==> src/rtl/intersection_phase_arbiter.sv <==
// Four-approach intersection phase scheduler: round-robin green phase with
// minimum/maximum green, fixed yellow and all-red clearance intervals.
//
// Ports:
//   clock       - system clock, all state changes on the rising edge
//   clear       - asynchronous active-high reset (home approach 0 green)
//   req[3:0]    - vehicle present on approach k (bit k), level-sensitive
//   sig[7:0]    - signal head for approach k at sig[2k+1:2k]
//                 (2'b00 RED, 2'b01 YELLOW, 2'b10 GREEN)
//   gnt_id[1:0] - approach currently owning the phase
//   phase[1:0]  - 2'b00 GREEN, 2'b01 YELLOW, 2'b10 ALLRED
//   green_start - one-cycle pulse in the first cycle of each new green

module intersection_phase_arbiter #(
    parameter int MIN_GREEN   = 4,
    parameter int MAX_GREEN   = 8,
    parameter int YELLOW_TIME = 3,
    parameter int ALLRED_TIME = 2
) (
    input  logic       clock,
    input  logic       clear,
    input  logic [3:0] req,
    output logic [7:0] sig,
    output logic [1:0] gnt_id,
    output logic [1:0] phase,
    output logic       green_start
);

    localparam int MAXP_A = (MIN_GREEN > MAX_GREEN) ? MIN_GREEN : MAX_GREEN;
    localparam int MAXP_B = (YELLOW_TIME > ALLRED_TIME) ? YELLOW_TIME
                                                        : ALLRED_TIME;
    localparam int MAXP   = (MAXP_A > MAXP_B) ? MAXP_A : MAXP_B;
    localparam int CW     = $clog2(MAXP) + 1;

    localparam logic [CW-1:0] C_MIN = CW'(MIN_GREEN - 1);
    localparam logic [CW-1:0] C_MAX = CW'(MAX_GREEN - 1);
    localparam logic [CW-1:0] C_YEL = CW'(YELLOW_TIME - 1);
    localparam logic [CW-1:0] C_AR  = CW'(ALLRED_TIME - 1);

    typedef enum logic [1:0] {
        PH_GREEN  = 2'b00,
        PH_YELLOW = 2'b01,
        PH_ALLRED = 2'b10
    } phase_t;

    phase_t        r_phase;
    logic [1:0]    r_gnt_id;
    logic [1:0]    r_next_id;
    logic [CW-1:0] r_cnt;
    logic          r_green_start;

    logic [3:0]    w_others;
    logic [7:0]    w_dbl;
    logic [2:0]    w_base;
    logic [3:0]    w_rot;
    logic [1:0]    w_next;
    logic          w_leave;
    logic [1:0]    w_head;

    assign w_others = req & ~(4'b0001 << r_gnt_id);

    // Rotate req so bit 0 is the approach after the owner; bit 3 is the
    // owner itself and is never a successor candidate.
    assign w_dbl  = {req, req};
    assign w_base = {1'b0, r_gnt_id} + 3'd1;
    assign w_rot  = w_dbl[w_base +: 4];

    always_comb begin
        w_next = 2'd0;
        if (w_rot[0]) begin
            w_next = r_gnt_id + 2'd1;
        end else if (w_rot[1]) begin
            w_next = r_gnt_id + 2'd2;
        end else if (w_rot[2]) begin
            w_next = r_gnt_id + 2'd3;
        end
    end

    assign w_leave = (r_cnt >= C_MIN) &&
                     (((|w_others) && !req[r_gnt_id]) ||
                      ((|w_others) && (r_cnt == C_MAX)) ||
                      ((r_gnt_id != 2'd0) && (req == 4'd0)));

    always_ff @(posedge clock or posedge clear) begin
        if (clear) begin
            r_phase       <= PH_GREEN;
            r_gnt_id      <= 2'd0;
            r_next_id     <= 2'd0;
            r_cnt         <= '0;
            r_green_start <= 1'b0;
        end else begin
            r_green_start <= 1'b0;
            unique case (r_phase)
                PH_GREEN: begin
                    if (w_leave) begin
                        r_phase   <= PH_YELLOW;
                        r_cnt     <= '0;
                        r_next_id <= w_next;
                    end else if (r_cnt != C_MAX) begin
                        // Saturate so a resting home green never wraps.
                        r_cnt <= r_cnt + 1'b1;
                    end
                end
                PH_YELLOW: begin
                    if (r_cnt == C_YEL) begin
                        r_phase <= PH_ALLRED;
                        r_cnt   <= '0;
                    end else begin
                        r_cnt <= r_cnt + 1'b1;
                    end
                end
                PH_ALLRED: begin
                    if (r_cnt == C_AR) begin
                        r_phase       <= PH_GREEN;
                        r_cnt         <= '0;
                        r_gnt_id      <= r_next_id;
                        r_green_start <= 1'b1;
                    end else begin
                        r_cnt <= r_cnt + 1'b1;
                    end
                end
                default: begin
                    r_phase <= PH_GREEN;
                    r_cnt   <= '0;
                end
            endcase
        end
    end

    always_comb begin
        w_head = 2'b00;
        unique case (r_phase)
            PH_GREEN:  w_head = 2'b10;
            PH_YELLOW: w_head = 2'b01;
            default:   w_head = 2'b00;
        endcase
    end

    // Moore decode: only the owner can be non-red.
    always_comb begin
        sig = 8'h00;
        for (int k = 0; k < 4; k++) begin
            if (r_gnt_id == 2'(k)) begin
                sig[2*k +: 2] = w_head;
            end
        end
    end

    assign gnt_id      = r_gnt_id;
    assign phase       = r_phase;
    assign green_start = r_green_start;

endmodule

==> config.mk <==
export PLATFORM = sky130hd
export DESIGN_NAME = intersection_phase_arbiter
export DESIGN_NICKNAME = d
export VERILOG_FILES = /design/src/rtl/intersection_phase_arbiter.sv
export SDC_FILE = /design/constraint.sdc
export NUM_CORES = 1
export LEC_CHECK = 0
export CAP_MARGIN = 30
export CORE_MARGIN = 4
export CORE_UTILIZATION = 42
export DETAILED_ROUTE_END_ITERATION = 8
export PLACE_DENSITY_LB_ADDON = 0.12
export SYNTH_ARGS = -nofsm -noshare
export SYNTH_HDL_FRONTEND = slang
export SYNTH_SLANG_ARGS = --single-unit
==> constraint.sdc <==
create_clock -name clock -period 3.05 [get_ports clock]
set_input_delay 0.61 -clock clock [delete_from_list [all_inputs] [get_ports clock]]
set_output_delay 0.61 -clock clock [all_outputs]
set_load 0.01 [all_outputs]
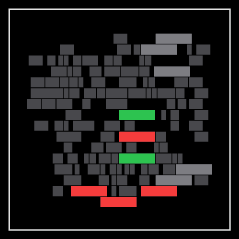
Fig. 1. Register map, names as in the netlist (run 1).
(4 px per um) Other sequential cells in the stronger grey, the rest of the logic in the fainter grey.
- red: r_cnt (flops 4; where south)
- green: r_next_id (flops 2)
- not coloured: 5

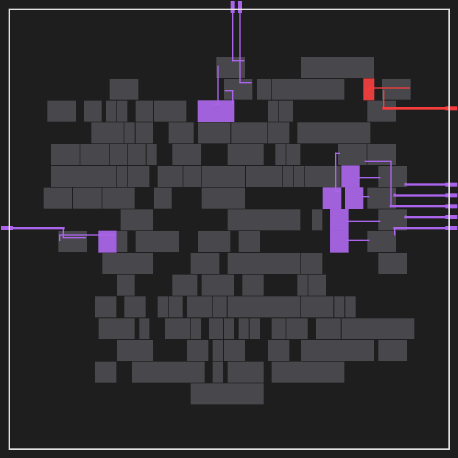
Fig. 2. Port wiring (run 1).
(8 px per um)
- red: clear (bits 1; direction input; edge east; end cells 1; buffers 1; wire 15.5 um)
- purple: sig (bits 8; direction output; edge 5 east, 2 north, 1 west; end cells 8; buffers 8; wire 99.0 um)

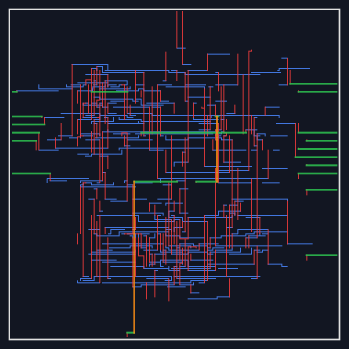
Fig. 3. Routed metal, one colour a layer (run 1).
(6 px per um)
- green: M3 (wire length 120 um)
- orange: M4 (wire length 36.0 um)
- blue: M1 (wire length 958 um)
- red: M2 (wire length 812 um)

==> ci_impl_report.md, run 1 <==
### Flow metrics

| Metric | Value |
|---|---|
| DIE HEIGHT | 54.8 um |
| Total cells reported by yosys after synthesis | 97 |
| Mean post-synth cell area | 9.48 um2 |
| Maximum operating frequency | 387 MHz |
| Post-synth ARST share | 100% |
| Result of the run | finished, final reports clean |
| Inserted tap cell count | 27 |
| Inverters excl. clock | 9 |
| Number of OpenROAD warnings | 31 |
| Post-placement cell count | 140 |
| Number of resized instances in the post-cts repair step | 0 |
| DRC | 0 |
| Flip-flops with a built-in enable | 0 |
| Final-layout clock buffer total | 3 |
| Multi-input combinational area share | 52.2% |
| Register-to-Register Path Depth | 7 |
| Maximum net fanout on the critical path | 8 |
| Sequential share of the synthesized area | 29.9% |
| Buffers outside the clock class | 18 |
| Clock tree buffer depth | 2 |
| Number of cells on the worst hold path | 2 |
| Final period utilization | 84.8% |
| Top class by area | combinational gates |
| Average vias per placed instance | 5.42 |
| Kind of critical path | reg2out |
| Cell types with the highest counts after synthesis | sky130_fd_sc_hd__dfrtp_1 (11), sky130_fd_sc_hd__and2_1 (8) |
| Max capacitance violation total | 0 |
| Total area of sequential cells | 275 um2 |
| Via Count | 781 |
| Core outline area | 2020 um2 |
| Count of cell instances traversed by the critical path | 4 |
| Minimum setup slack after placement | 0.569 ns |
| Crit-path cells | inv_1 -> ha_1 -> and2_1 -> clkdlybuf4s50_1 |
| Setup crit start kind | flip-flop |
| Total iterations of the first detailed-routing run | 4 |
| Number of sinks driven by the clock tree | 11 |
| Tally of unique sky130hd cells used after synthesis | 42 |
| Transition time at the pin with the least slew margin | 0.427 ns |
| HPWL after DPL | 1530 um |
| Synthesis Warnings | 0 |
## run 1: cells by family after synthesis
| kind of cell | Yosys count | synth area share, % |
|---|---|---|
| flip-flops | 11 | 29.9 |
| buffers and inverters | 11 | 4.63 |
| AND/OR/NAND/NOR | 41 | 28.4 |
| multiplexers | 5 | 8.03 |
| XOR/XNOR | 2 | 1.91 |
| adder cells (fa/ha/maj) | 7 | 9.52 |
| AND-OR/OR-AND | 20 | 17.6 |
## run 1: path summary, 6_finish.rpt
kind | start | end | slack [ns]
min | r_next_id[0] | gnt_id[0] | 0.50
min reg2reg | r_next_id[0] | gnt_id[0] | 0.50
min in group asynchronous | clear | r_cnt[3] | 0.62
max in group asynchronous | clear | r_next_id[0] | 2.13
max reg2reg | gnt_id[0] | r_next_id[0] | 0.90
max | gnt_id[1] | sig[1] | 0.46
## run 1: layer usage
metal / GRT usage [%] / up-vias / share of wire (%)
li1: - / 390 / -
met1: 22.7 / 363 / 50
met2: 21.3 / 24 / 42
met3: 2.45 / 4 / 6.2
met4: 8.30 / 0 / 1.9
met5: 0 / - / 0
## run 1: cells in the final DEF, fill, tap and decap left out, drive strengths merged, types with 2 or more instances in the layout
cell type      Yosys  routed
dfrtp             11      11
o221a              3       3
ha                 7       7
and2               8       8
inv                9       9
mux2               3       3
nor2               9       9
clkbuf             1       3
o21ai              5       5
nor4b              2       2
clkdlybuf4s50      0      18
nand3b             3       3
o211a              2       2
nand2b             4       4
nand2              8       8
a31oi              2       2
## run 1: state kept, by name (all words and copies together) (netlist names)
register / flops
gnt_id: 2
r_next_id: 2
green_start: 1
phase: 2
r_cnt: 4
## run 1: where the power goes
group	leakage, nW	total, W	internal, W	switching, W
Sequential	0.141	0.000335	0.000211	0.000124
Combinational	0.344	0.000678	0.000373	0.000305
Clock	0.0177	0.0000999	0.0000485	0.0000514
Fig. 4: run 1, selected gate families
(6 px per um)
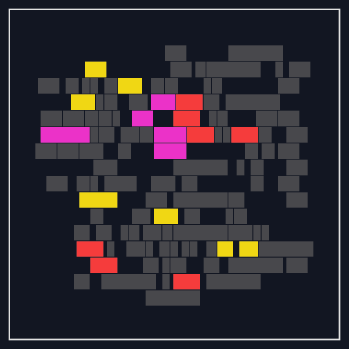

==> run 2: changes to the inputs <==
Clock period 3.05 ns to 2.36 ns, I/O delays scaled along.
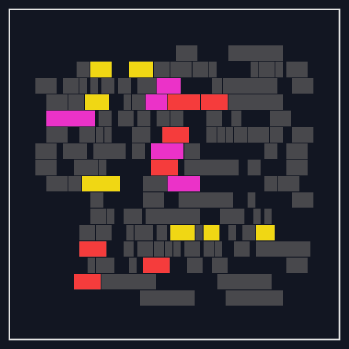
Fig. 5. Selected gate families (run 2).
(6 px per um)
- yellow: non-inverting ao/oa cells (cells 7; most used o221a_1)
- red: fa/ha/maj cells (cells 7; most used ha_1)
- magenta: mux cells (cells 5; most used mux2_4)

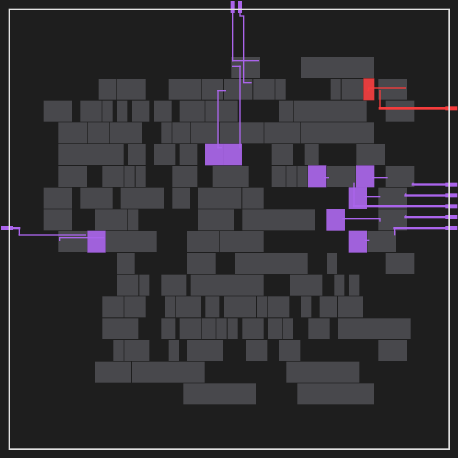
Fig. 6. Port wiring (run 2).
(8 px per um)
- red: clear (bits 1; direction input; edge east; end cells 1; buffers 1; wire 15.4 um)
- purple: sig (bits 8; direction output; edge 5 east, 2 north, 1 west; end cells 8; buffers 8; wire 100 um)

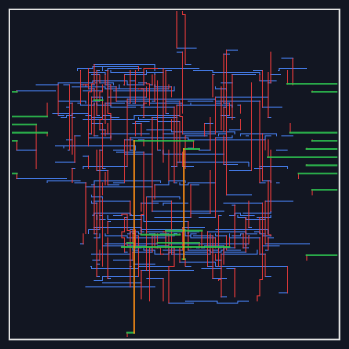
Fig. 7. Routed metal, one colour a layer (run 2).
(6 px per um)
- red: M2 (wire length 842 um)
- green: M3 (wire length 131 um)
- orange: M4 (wire length 50.3 um)
- blue: M1 (wire length 986 um)

==> run 2 against run 1 <==
Compared with the run above: sequential share of layout area fell by 0.87 points; sequential power rose by 19%; clock-buffer cell count did not move; flip-flop count did not move; highest routed layer unchanged.
==> ci_impl_report.md, run 2 <==
### Flow metrics

| Metric | Value |
|---|---|
| Combinational fraction of design power | 64.3% (+3.4 points) |
| Register-to-Register Path Depth | 7 (unchanged) |
| P_comb | 0.000949 W (+40%) |
| DIE HEIGHT | 54.8 um (unchanged) |
| Total iterations of the first detailed-routing run | 4 (unchanged) |
| Maximum operating frequency | 446 MHz |
| Average vias per placed instance | 5.47 (+0.92%) |
| Register containing the most flip-flops in the final layout | r_cnt |
| Worst flop-to-flop path endpoint | r_cnt[0] |
| Primary flip-flop cell chosen by synthesis mapping | sky130_fd_sc_hd__dfrtp_1 |
| Net switching power figure | 0.000630 W (+31%) |
| DRC | 0 (unchanged) |
| Internal power | 0.000846 W (+34%) |
| Clock tree buffer depth | 2 (unchanged) |
| Maximum net fanout on the critical path | 7 (-1) |
| Transition time at the pin with the least slew margin | 0.468 ns (+0.0411 ns) |
| Final period utilization | 95.0% |
| Adder and majority gate portion of the synthesized area | 9.52% (unchanged) |
| Number of sinks driven by the clock tree | 11 (unchanged) |
| Crit-path cells | inv_1 -> ha_2 -> and2_1 -> clkdlybuf4s50_1 |
| Placement Cell Area | 1170 um2 |
| Switching Fraction | 42.7% (-0.48 points) |
| HPWL after DPL | 1610 um (+5.2%) |
| Kind of critical path | reg2out |
| Data arrival time at the worst-slack endpoint | 1.77 ns |
| Flip-flops with a built-in enable | 0 (unchanged) |
| Tally of unique sky130hd cells used after synthesis | 42 (unchanged) |
| Number of OpenROAD warnings | 31 (unchanged) |
| Result of the run | finished, final reports clean |
| Share of synthesized area spent on multiplexers | 8.03% (unchanged) |
| Via Count | 821 (+5.1%) |
| Leading power group | combinational logic |
| Core outline area | 2020 um2 (unchanged) |
| Most instantiated logic cell after routing | sky130_fd_sc_hd__clkdlybuf4s50_1 |
| Critical register-to-register path startpoint | gnt_id[1] |
| Xor and xnor fraction of the mapped netlist area | 1.90% (unchanged) |
| Power share of the sequential group | 26.9% (-3.2 points) |
| Post-Synth AOI/OAI Area | 17.6% (unchanged) |
| Number of flip-flops under the largest register name | 4 (unchanged) |
| I/O pin count | 19 |
| Sequential share of the synthesized area | 29.9% (unchanged) |
| Combinational family with the most area after synthesis | simple AND/OR/NAND/NOR gates |
| Max capacitance violation total | 0 (unchanged) |
-- run 2: cell counts after synthesis --
Identical to the previous run, type by type.
-- run 2: cell families after synthesis --
logic type,count (synthesis)
AND-OR/OR-AND,20
buffers and inverters,11
XOR/XNOR,2
AND/OR/NAND/NOR,41
flip-flops,11
multiplexers,5
adder cells (fa/ha/maj),7
-- run 2: repair_timing --
item | 4_1_cts | 5_1_grt
hold buffers | 0 | 0
endpoints found under the setup margin | 0 | 5
buffers inserted | 0 | 0
gates resized | 0 | 2
-- run 2: layer usage --
metal	wire length, um	part of all wire, %	track usage, %	vias up
met2	842	42	23.4	33
met1	986	49	21.8	380
li1	-	-	-	404
met4	50	2.5	9.96	0
met5	0	0	0	-
met3	131	6.5	1.63	4
-- run 2: worst max-delay path by stage --
stage | to | startpoint
6_report | sig[1] | gnt_id[1]
5_1_grt | sig[1] | gnt_id[1]
4_1_cts | sig[1] | gnt_id[1]
3_5_place_dp | r_next_id[0] | req[0]
3_3_place_gp | r_next_id[0] | req[0]
2_1_floorplan | r_next_id[0] | gnt_id[0]
-- run 2: layout make-up --
| type | count | area (um2) | share of cell area, % |
|---|---|---|---|
| clock inverter | 1 | 5.00 | 0.417 |
| clock buffer | 3 | 22.5 | 1.88 |
| timing repair buffer | 24 | 225 | 18.8 |
| inverter | 9 | 33.8 | 2.81 |
| tap | 27 | 33.8 | 2.81 |
| multi-input combinational | 75 | 604 | 50.3 |
| sequential | 11 | 277 | 23.0 |
-- run 2: critical path, delay by kind of cell, from the launching register on --
| kind | cells | cell delay, ns |
|---|---|---|
| and+or+nand+nor | 1 | 0.14 |
| adders and majority gates | 1 | 0.28 |
| DFF | 1 | 0.38 |
| buffers and inverters | 2 | 0.69 |
Fig. 8: run 2, register map, names as in the netlist
(4 px per um) Other sequential cells in the stronger grey, the rest of the logic in the fainter grey.
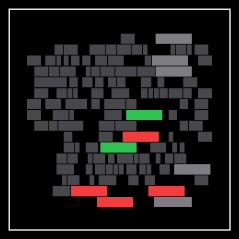

==> run 3: changes to the inputs <==
Settings changed: CORE_ASPECT_RATIO from default to 1.2.
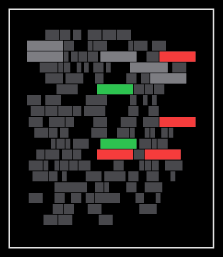
Fig. 9. Register map, names as in the netlist (run 3).
(4 px per um) Other sequential cells in the stronger grey, the rest of the logic in the fainter grey.
- red: r_cnt (flops 4; where east)
- green: r_next_id (flops 2)

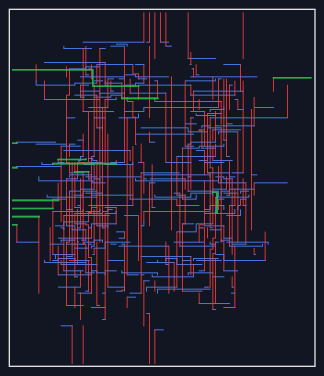
Fig. 10. Routed metal, one colour a layer (run 3).
(6 px per um)
- green: M3 (wire length 78.3 um)
- blue: M1 (wire length 908 um)
- red: M2 (wire length 1160 um)

==> run 3 against run 2 <==
Compared with the run above: maximum frequency grew 3.0%; global-route usage rose by 0.18 points; cell area increased by 1.0%; register-to-register slack improved by 0.15 ns; synthesized cell count stayed put; hold slack better by 0.0081 ns; non-clock buffer count grew 1; clock power about the same; critical path depth unchanged; flip-flop count unchanged; combinational power rose by 0.5%; critical endpoint is now sig[0]; total power rose by 0.54%.
==> ci_impl_report.md, run 3 <==
### Flow metrics

| Metric | Value |
|---|---|
| Hold-fix buffers, CTS | 0 (unchanged) |
| Number of sinks driven by the clock tree | 11 (unchanged) |
| Most instantiated logic cell after routing | sky130_fd_sc_hd__clkdlybuf4s50_1 |
| Sequential share of the synthesized area | 29.9% (unchanged) |
| Via Count | 818 (-0.37%) |
| Total grt overflow | 0 |
| Final Power | 0.00148 W |
| Number of OpenROAD warnings | 31 (unchanged) |
| I/O pin count | 19 (unchanged) |
| Worst flop-to-flop path endpoint | r_next_id[1] |
| Primary flip-flop cell chosen by synthesis mapping | sky130_fd_sc_hd__dfrtp_1 |
| Clock tree buffer depth | 2 (unchanged) |
| Tally of unique sky130hd cells used after synthesis | 42 (unchanged) |
| Final ANT Viol Nets | 0 |
| Final period utilization | 92.2% (-2.8 points) |
| Result of the run | finished, final reports clean |
| Count of cell instances traversed by the critical path | 4 (unchanged) |
| Max capacitance violation total | 0 (unchanged) |
| Maximum operating frequency | 460 MHz (+3.0%) |
| Number of flip-flops under the largest register name | 4 (unchanged) |
| Top Family by Delay on Critical Path | buffers and inverters |
| Flip-flops with a built-in enable | 0 (unchanged) |
| Core outline area | 2070 um2 (+2.5%) |
| Register containing the most flip-flops in the final layout | r_cnt |
| DIE HEIGHT | 59.3 um (+8.1%) |
| Buffers inserted during post-CTS setup optimization | 0 (unchanged) |
| Register-to-Register Path Depth | 7 (unchanged) |
| Placement Cell Area | 1180 um2 (+0.96%) |
| Average vias per placed instance | 5.31 (-3.0%) |
| HPWL after DPL | 1740 um (+8.2%) |
| Critical register-to-register path startpoint | gnt_id[1] |
| Worst setup path startpoint | phase[0] |
| Sum of buffers and inverters on the critical path | 2 (unchanged) |
| Crit-path cells | inv_2 -> nor2_2 -> and2_1 -> clkdlybuf4s50_1 |
| DRC | 0 (unchanged) |
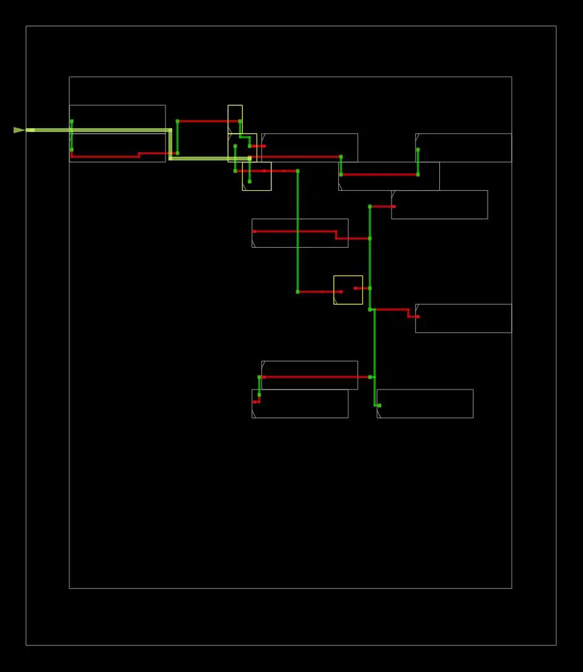
Fig. 11. Clock nets (run 3).
final-layout clock buffer total: 4
number of CTS-inserted buffers: 3
insertion delay of the later-clocked pin in the worst-skew pair: 0.26 ns
flip-flops: 11
power dissipated in the clock network: 0.000128 W

run 3: worst min path at each step:
stage / start / endpoint / slack [ns] / cells after the start
floorplan: clear / gnt_id[0] / 0.32 / 1
global placement: r_next_id[1] / r_next_id[1] / 0.51 / 1
detailed placement: r_next_id[0] / gnt_id[0] / 0.50 / 2
CTS: clear / r_next_id[0] / 0.51 / 2
global route: clear / green_start / 0.53 / 2
finish: clear / r_next_id[0] / 0.49 / 2
run 3: cell type report:
type	count	area, um2
Clock buffer	4	26.3
Inverter	9	33.8
Multi-Input combinational cell	75	607
Timing Repair Buffer	25	233
Fill cell	202	858
Sequential cell	11	277
Tap cell	30	37.5
run 3: routing by layer:
| layer | routed length [um] | track usage, % |
|---|---|---|
| met1 | 907 | 18.1 |
| met2 | 1160 | 30.0 |
| met3 | 78 | 4.28 |
| met4 | 0 | 3.46 |
| met5 | 0 | 0 |
run 3: per-stage QoR:
| stage | utilization (%) | hold WS, ns | cells |
|---|---|---|---|
| after floorplan | - | 0.324 | 97 |
| after detailed placement | 57.0 | 0.496 | 150 |
| after CTS | 58.3 | 0.508 | 154 |
| after global routing | 58.6 | 0.527 | 154 |
| after global placement | 57.0 | 0.511 | 150 |
| final | 58.6 | 0.494 | 154 |
run 3: kinds of logic after synthesis:
logic type,count (synthesis),share of synthesized area [%]
compound gates,20,17.6
xor+xnor,2,1.91
fa+ha+maj,7,9.52
buf+inv,11,4.63
flops,11,29.9
mux,5,8.03
simple gates,41,28.4
run 3: where the power goes:
group	switching (W)	internal, W
clock	0.0000631	0.0000653
combinational	0.000443	0.000511
sequential	0.000126	0.000275
total	0.000631	0.000852
Power is estimated from default activity; no workload was simulated.
